==> src/rtl/store_narrow_unit.sv <==
// Store narrowing unit: writes SW/SH/SB into word-only data memory,
// using read-modify-write for sub-word stores; flags misalignment and lossy narrowing.
module store_narrow_unit (
  input  logic        clk,
  input  logic        rst,
  input  logic        start,
  input  logic [1:0]  op,
  input  logic [31:0] addr,
  input  logic [31:0] wdata,
  output logic        busy,
  output logic        done,
  output logic        err,
  output logic        narrow_ovf,
  output logic [31:0] mem_addr,
  output logic        mem_we,
  output logic [31:0] mem_wdata,
  input  logic [31:0] mem_rdata
);

  typedef enum logic [2:0] {
    IDLE,
    RD,
    WT,
    WR,
    DN
  } state_t;

  typedef enum logic [1:0] {
    OP_SW  = 2'b00,
    OP_SH  = 2'b01,
    OP_SB  = 2'b10,
    OP_RSV = 2'b11
  } op_t;

  state_t      state;
  state_t      state_nxt;
  op_t         op_q;
  logic [31:0] addr_q;
  logic [31:0] wdata_q;
  logic [31:0] merge_q;
  logic [31:0] wdata_hold_q;
  logic        err_q;
  logic        ovf_q;

  logic        accept;
  logic        req_err;
  logic        req_ovf;
  logic [31:0] merged;

  assign accept = (state == IDLE) && start;

  // Request classification uses the raw inputs; only registered results reach outputs.
  always_comb begin
    req_err = 1'b0;
    req_ovf = 1'b0;
    case (op_t'(op))
      OP_SW:   req_err = (addr[1:0] != 2'b00);
      OP_SH: begin
        req_err = addr[0];
        req_ovf = (wdata[31:16] != {16{wdata[15]}});
      end
      OP_SB:   req_ovf = (wdata[31:8] != {24{wdata[7]}});
      default: req_err = 1'b1;
    endcase
  end

  always_comb begin
    state_nxt = state;
    case (state)
      IDLE: begin
        if (start) begin
          if (req_err)
            state_nxt = DN;
          else if (op_t'(op) == OP_SW)
            state_nxt = WR;
          else
            state_nxt = RD;
        end
      end
      RD:      state_nxt = WT;
      WT:      state_nxt = WR;
      WR:      state_nxt = DN;
      DN:      state_nxt = IDLE;
      default: state_nxt = IDLE;
    endcase
  end

  // Lane merge of the fetched word with the narrowed store data (little-endian lanes).
  always_comb begin
    merged = merge_q;
    case (op_q)
      OP_SW: merged = wdata_q;
      OP_SH: begin
        if (addr_q[1])
          merged[31:16] = wdata_q[15:0];
        else
          merged[15:0]  = wdata_q[15:0];
      end
      OP_SB: begin
        case (addr_q[1:0])
          2'd0:    merged[7:0]   = wdata_q[7:0];
          2'd1:    merged[15:8]  = wdata_q[7:0];
          2'd2:    merged[23:16] = wdata_q[7:0];
          default: merged[31:24] = wdata_q[7:0];
        endcase
      end
      default: merged = merge_q;
    endcase
  end

  always_ff @(posedge clk) begin
    if (rst) begin
      state        <= IDLE;
      op_q         <= OP_SW;
      addr_q       <= '0;
      wdata_q      <= '0;
      merge_q      <= '0;
      wdata_hold_q <= '0;
      err_q        <= 1'b0;
      ovf_q        <= 1'b0;
    end else begin
      state <= state_nxt;
      if (accept) begin
        op_q    <= op_t'(op);
        addr_q  <= addr;
        wdata_q <= wdata;
        err_q   <= req_err;
        ovf_q   <= req_ovf && !req_err;
      end
      if (state == WT)
        merge_q <= mem_rdata;
      if (state == WR)
        wdata_hold_q <= merged;
    end
  end

  // Write data is the live merge during WR and the last written word otherwise.
  assign mem_wdata  = (state == WR) ? merged : wdata_hold_q;
  assign mem_addr   = {addr_q[31:2], 2'b00};
  assign mem_we     = (state == WR);
  assign busy       = (state != IDLE);
  assign done       = (state == DN);
  assign err        = (state == DN) && err_q;
  assign narrow_ovf = (state == DN) && ovf_q;

endmodule

==> config.mk <==
export PLATFORM = sky130hd
export DESIGN_NAME = store_narrow_unit
export DESIGN_NICKNAME = d
export VERILOG_FILES = /design/src/rtl/store_narrow_unit.sv
export SDC_FILE = /design/constraint.sdc
export NUM_CORES = 1
export LEC_CHECK = 0
export ABC_AREA = 1
export CAP_MARGIN = 10
export CORE_MARGIN = 5
export CORE_UTILIZATION = 48
export CTS_BUF_LIST = sky130_fd_sc_hd__clkbuf_16
export CTS_CLUSTER_DIAMETER = 150
export CTS_CLUSTER_SIZE = 24
export DETAILED_ROUTE_END_ITERATION = 6
export PLACE_DENSITY = 0.8
export SLEW_MARGIN = 20
export SYNTH_ARGS = -nofsm -noshare
export SYNTH_HDL_FRONTEND = slang
export SYNTH_SLANG_ARGS = --single-unit
export TNS_END_PERCENT = 20
==> constraint.sdc <==
create_clock -name clk -period 2.2 [get_ports clk]
set_clock_uncertainty 0.05 [all_clocks]
set_input_delay 0.44 -clock clk [delete_from_list [all_inputs] [get_ports clk]]
set_output_delay 0.44 -clock clk [all_outputs]
set_load 0.05 [all_outputs]
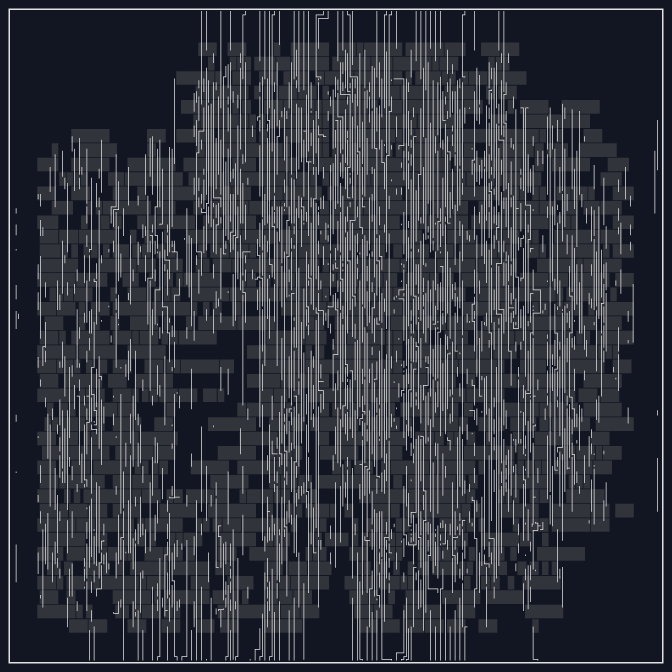
*Signal wires on met2, run 1*
919 nets have wire on it. The wires run mostly vertical. The layer holds 49% of the routed length. The layer carries 10000 um of wire. The longest straight run is 72.4 um.
via count: 6299
met2 Resource Use GR: 42.8%
routed wire length: 20.2 mm

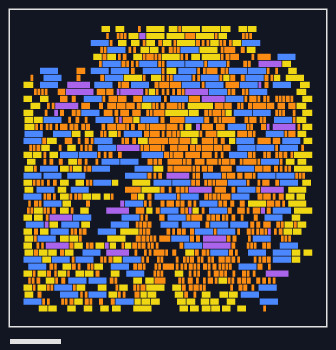
*Cell classes on the final placement, run 1*
Bar = 20 um.
Key: orange = all other logic [cells 636, share of their area 38%]; purple = clock drivers and dummy loads [cells 32, share of their area 6.1%]; yellow = other buffers and delay cells [cells 195, share of their area 25%]; blue = flops [cells 135, share of their area 31%]
post-route design area: 9110 um^2
area of the core: 12600 um^2
Seq area share: 29.8%

==> results_dict.tcl, run 1 <==
# metrics dict for downstream scripts
set metrics [dict create \
    warning_count 31 \
    lay_top_cells "nor2_1, dfxtp_1, clkdlybuf4s50_1" \
    antenna_left 0 \
    cp_top_family "AND-OR/OR-AND gates" \
    root_buffer "clkbuf_16" \
    yosysWarnings 0 \
    grt_pass1_wl_mm 30.0 \
    avgSynthCellArea_um2 7.26 \
    rsz0062_at_grt "true" \
    drc 0 \
    fillers 906 \
    htreeDepth 4 \
    fin_nets 1090 \
    setup_violations 32 \
    flop_cell "dfxtp_1" \
    violations "setup timing" \
    drv_cap 0 \
    firstDrtPassIters 5 \
    maxPowerGroup "sequential cells" \
    top_area_share_pct 44.1 \
    place_ws_ns 0.0373 \
    cts.path.max_buffers 2 \
    fin_crit_sh_pct 111 \
    fp-utilization_pct 48.8 \
    top_cells_by_count "nor2_1, dfxtp_1, o21ai_0, inv_1, nand2_1" \
    peakVddDrop_mv 0.710 \
    grt_max_degree 49 \
    slowest_stage "dfxtp_4" \
    edf_count 0 \
    largest_area_cell "dfxtp_1" \
    comb-power_mw 2.24 \
    dp_cells 1124 \
    max_freq_mhz 410 \
    power_mw 7.83 \
    io_buffers 167 \
    logic_area_um2 3070 \
    end_kind "primary output" \
    status "finished with violations" \
    grt_overflow 0 \
    hold_ws_ns 0.402 \
    pg_seq_mw 2.94 \
    final_common_cell "nor2_1" \
    combPwrFrac_pct 28.6 \
    max_slew.worst_pin.slew_ns 0.530 \
    power_leakage_nw 3.82 \
    ys_cells 844 \
    p_int_mw 5.18 \
    cp_max_fo 7 \
    cpMostUsedCell "a21oi_2" \
    synthArstFlopShare_pct 0 \
    drtIter0Drc 601 \
    setup_ws_ns -0.241 \
    syn_inst 844 \
    synth.most_common_cell "nor2_1" \
    cts_tree "done" \
    dieHeight_um 123 \
    syn-cell-area_um2 6130 \
    die_w_um 123 \
    drive_above_1_share_pct 21.3 \
    post_drt_wl_per_cell_um 17.3 \
    area_delta_synth_final_pct 48.6 \
    hold_buffers 0 \
    grt_pass1_vias 6115 \
    final-seq-area_um2 2710 \
    startpoint_type "register" \
    antenna_found_initial 0 \
    numClockSinks 135 \
    cpPeakStageDelay_ns 0.42 \
    track_usage_pct 25.6 \
    fp.dieArea_um2 15100 \
    p_sw_mw 2.65 \
    clkTransAtPathRegs_ns 0.05 \
    switching_share_pct 33.8 \
    post_drt_via_cell_ratio 5.38 \
]
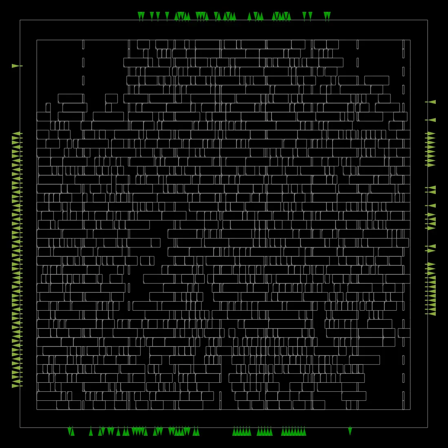
*Placed standard cells, run 1*
# rows: 41
Tap Count: 172

run 1: layer usage:
metal / track usage (%) / vias to the layer above / wire (um)
met2: 42.8 / 336 / 10000
li1: - / 3009 / -
met4: 12.9 / 0 / 714
met3: 9.56 / 63 / 2180
met5: 0 / - / 0
met1: 28.7 / 2891 / 7320
run 1: timing repair:
item,in CTS,in global routing
setup endpoints to repair,32,33
hold endpoints to repair,0,0
gates resized,67,49
buffers inserted,9,0
pin swaps,14,17
cloned,4,1
run 1: worst register-to-register path: stages (launching register included):
cell	delay, ns
dfxtp_1	0.34
nor2_1	0.14
nand2_1	0.13
nor2_2	0.22
inv_2	0.08
buf_12	0.18
o21ai_0	0.32
a21oi_1	0.07
run 1: kinds of logic (layout without fill, tap and decap cells):
group                    Yosys count  count (layout)  share of synthesized area [%]
AND-OR/OR-AND                    206             206                           19.0
adder cells (fa/ha/maj)            4               4                          0.817
buffers and inverters            159             311                           12.3
flip-flops                       135             135                           44.1
other                              1               2                         0.0612
AND/OR/NAND/NOR                  339             340                           23.7
run 1: final timing paths:
path,start,depth (start not counted),endpoint,slack [ns]
worst min register to register,state[2],1,state[1],0.40
worst max register to register,state[0],7,wdata_q[14],0.55
worst min-delay path,state[2],1,state[1],0.40
worst max-delay path,op_q[0],8,mem_wdata[27],-0.24
run 1: state kept, by name, indices dropped and copies added (netlist names):
register,flops
state,3
ovf_q,1
err_q,1
addr_q,32
op_q,2
wdata_hold_q,32
wdata_q,32
merge_q,32
run 1: final cells by class:
cell class | instances | share of cell area [%]
repair buffers | 195 | 24.5
inverters | 83 | 3.65
flip-flops and latches | 135 | 29.8
clock inverters | 15 | 1.32
well taps | 172 | 2.36
repair inverters | 1 | 0.0687
clock buffers | 17 | 4.67
multi-input cells | 552 | 33.7
--- run 2 (diff from run 1) ---
SETUP_SLACK_MARGIN = 0.02   (was default)
SLEW_MARGIN = default   (was 20)
TNS_END_PERCENT = 30   (was 20)
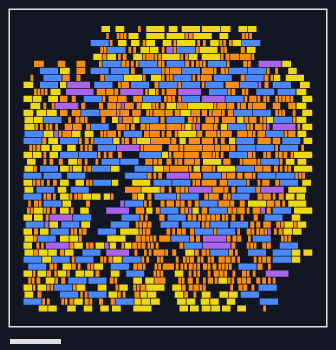
*Cell classes on the final placement, run 2*
Bar = 20 um.
Key: orange = all other logic [cells 636, share of their area 38%]; yellow = other buffers and delay cells [cells 208, share of their area 26%]; blue = flops [cells 135, share of their area 30%]; purple = clock drivers and dummy loads [cells 32, share of their area 6.0%]
Seq area share: 29.3%
post-route design area: 9260 um^2
Core Util, Final: 73.7%

==> run 2 against run 1 <==
Critical path depth unchanged. The run still ends with setup timing left. Clock-buffer cell count unchanged. Largest cell class unchanged. Via count up 0.79%.
==> results_dict.tcl, run 2 <==
# metrics dict for downstream scripts
set metrics [dict create \
    top_cells_by_count "nor2_1, dfxtp_1, o21ai_0, inv_1, nand2_1" \
    drv_slew 0 \
    grt_max_degree 49 \
    cts_buffers 17 \
    rows 41 \
    hold_buffers 0 \
    timing.final.hold_violations 0 \
    fp.dieArea_um2 15100 \
    drive_above_1_share_pct 22.7 \
    io_buffers 167 \
    min-delay-start "wdata_q[29]" \
    max_freq_mhz 403 \
    ys_cells 844 \
    ys_sh_adder_pct 0.817 \
    numClockSinks 135 \
    num_antenna_cells 0 \
    peakVddDrop_mv 0.710 \
    synth.distinct_cells 38 \
    hold-path-endpoint "wdata_q[29]" \
    clock_latency_ns 0.42 \
    hold_ws_ns 0.407 \
    gp_congestion 0.919 \
    pwr-share-clk_pct 33.7 \
    fillers 892 \
    ys_sh_mux_pct 0 \
    largest_area_cell "dfxtp_1" \
    die_w_um 123 \
    dp_hpwl_mm 12.8 \
    logic_family "simple AND/OR/NAND/NOR gates" \
    clkTransAtPathRegs_ns 0.06 \
    cp_max_fo 9 \
    p_int_mw 5.21 \
    drtIter0Drc 661 \
    rsz0062_at_grt "true" \
    endpoint "mem_wdata[29]" \
    fin_tns_setup_ns -5.42 \
    syn-cell-area_um2 6130 \
    cp.required_ns 1.71 \
    flop_cell "dfxtp_1" \
    cts_tree "done" \
    warning_count 31 \
    avgSynthCellArea_um2 7.26 \
    period_minus_slack_ns 2.48 \
    drt-met1-wl_mm 7.47 \
    vias 6349 \
    fin_crit_sh_pct 113 \
    htreeDepth 4 \
    r2r_setup_slack_ns 0 \
    area_delta_synth_final_pct 51.1 \
    firstDrtPassIters 6 \
    reg2reg_to "wdata_hold_q[2]" \
    setup_ws_ns -0.281 \
    dr_wl_met3_mm 2.18 \
    yosys_area_um2 6130 \
    synthArstFlopShare_pct 0 \
    fin_nets 1103 \
    syn_inst 844 \
    core-area_um2 12600 \
    slew_headroom_pct 64.5 \
    logic_area_um2 3100 \
    fp-utilization_pct 48.8 \
    min_path_cells 2 \
    violations "setup timing" \
    combPwrFrac_pct 28.9 \
    grt_pass1_wl_mm 30.2 \
    top_area_share_pct 44.1 \
    lay_top_cells "nor2_1, dfxtp_1, clkdlybuf4s50_1" \
    crit_arrival_ns 1.99 \
    io_pins 170 \
    reg2reg_depth 15 \
    setup_violations 33 \
    wl_met2_mm 10.1 \
    p_per_area_nw_per_um2 851 \
    post_drt_wl_per_cell_um 17.3 \
    end_kind "primary output" \
    edf_count 0 \
    ys_seq_share_pct 44.1 \
    power_leakage_nw 3.89 \
    antenna_left 0 \
    track_usage_pct 25.9 \
    synth_flops 135 \
    grt_pass1_vias 6135 \
    yosysWarnings 0 \
    cts.path.max_buffers 2 \
    status "finished with violations" \
    switching_share_pct 33.9 \
    startpoint_type "register" \
    grt_overflow 0 \
    crit_type "register to primary output" \
    pwr-share-seq_pct 37.3 \
    critPathLaunch "op_q[1]" \
    reg2reg_from "op_q[1]" \
    synth.most_common_cell "nor2_1" \
    highest_layer "met4" \
    antenna_found_initial 0 \
    place_area_um2 7910 \
    hold_path_class "register to register" \
    max_slew.worst_pin.slew_ns 0.530 \
    final_common_cell "nor2_1" \
    root_buffer "clkbuf_16" \
    xor_area_share_pct 0 \
    dieHeight_um 123 \
    drv_cap 0 \
    synthAoiAreaFrac_pct 19.0 \
    synthTopCellsByArea "dfxtp_1, nor2_1, o21ai_0, inv_1, buf_4" \
    post_drt_via_cell_ratio 5.37 \
    p_sw_mw 2.67 \
    ys_sh_simple_pct 23.7 \
    drc 0 \
    final-seq-area_um2 2710 \
]
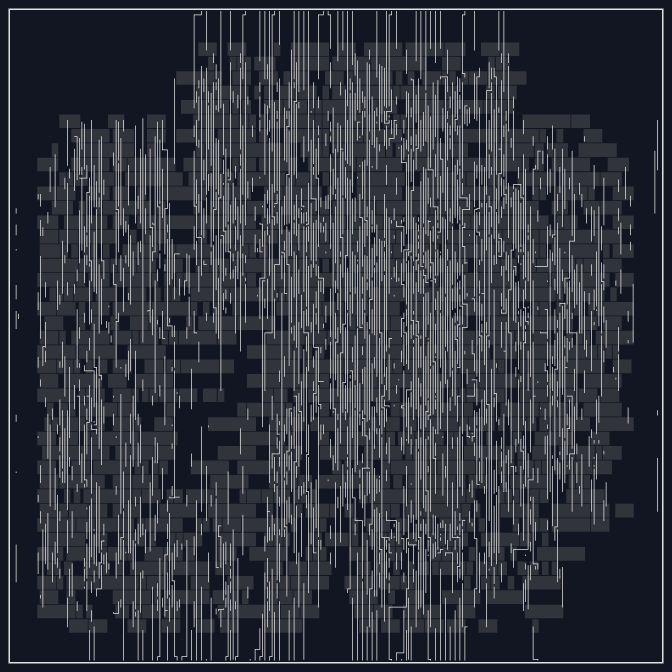
*Signal wires on met2, run 2*
935 nets have wire on it. The layer holds 50% of the routed length. The layer carries 10100 um of wire. The wires run mostly vertical.
met2 Resource Use GR: 43.5%
routed wire length: 20.5 mm

-- run 2: logic make-up (layout without fill, tap and decap cells) --
kind of cell,after synthesis,in the layout
adders and majority gates,4,4
AOI/OAI and AO/OA,206,206
buffers and inverters,159,324
DFF,135,135
and+or+nand+nor,339,340
other,1,2
-- run 2: routing by layer --
layer  up-vias  GRT usage [%]
met2       341           43.5
met3        60           9.52
li1       3029              -
met5         -              0
met4         0           12.0
met1      2919           29.2
-- run 2: stage by stage --
step           utilization (%)  setup WS, ns  cells  power, mW
2_1_floorplan                -        0.0583    845       4.25
3_3_place_gp              63.0        0.0789   1124       4.87
3_5_place_dp              63.0        0.0373   1124       4.90
4_1_cts                   71.3        -0.210   1177       7.74
5_1_grt                   73.7        -0.342   1183       8.18
6_report                  73.7        -0.281   1183       7.88
-- run 2: power by group through the flow --
stage	combinational, mW	clock (mW)	sequential [mW]
after detailed placement	1.96	0	2.94
after CTS	2.16	2.67	2.91
final	2.28	2.66	2.94
after global routing	2.43	2.78	2.96
after floorplan	1.37	0	2.88
after global placement	1.94	0	2.93
-- run 2: layout make-up --
cell class	count	area share (%)
tap	172	2.32
sequential	135	29.3
clock buffer	17	4.60
timing repair buffer	208	25.4
clock inverter	15	1.30
inverter	83	3.58
multi-input combinational	552	33.4
timing repair inverter	1	0.0676
-- run 2: critical path, cell delays in order (launching register included) --
cell     delay (ns)
dfxtp_4        0.45
nor2_4         0.07
inv_2          0.20
o22ai_1        0.16
a31oi_1        0.26
nand2_1        0.12
o21ai_2        0.09
inv_2          0.07
buf_12         0.15
-- run 2: what timing repair did --
| item | in CTS | in global routing |
|---|---|---|
| pin swaps | 16 | 17 |
| setup buffers | 17 | 6 |
| endpoints found under the setup margin | 32 | 33 |
| gates cloned | 4 | 0 |
| resized | 77 | 55 |
Power figures rest on the tool's default switching activity, not on a simulated workload.
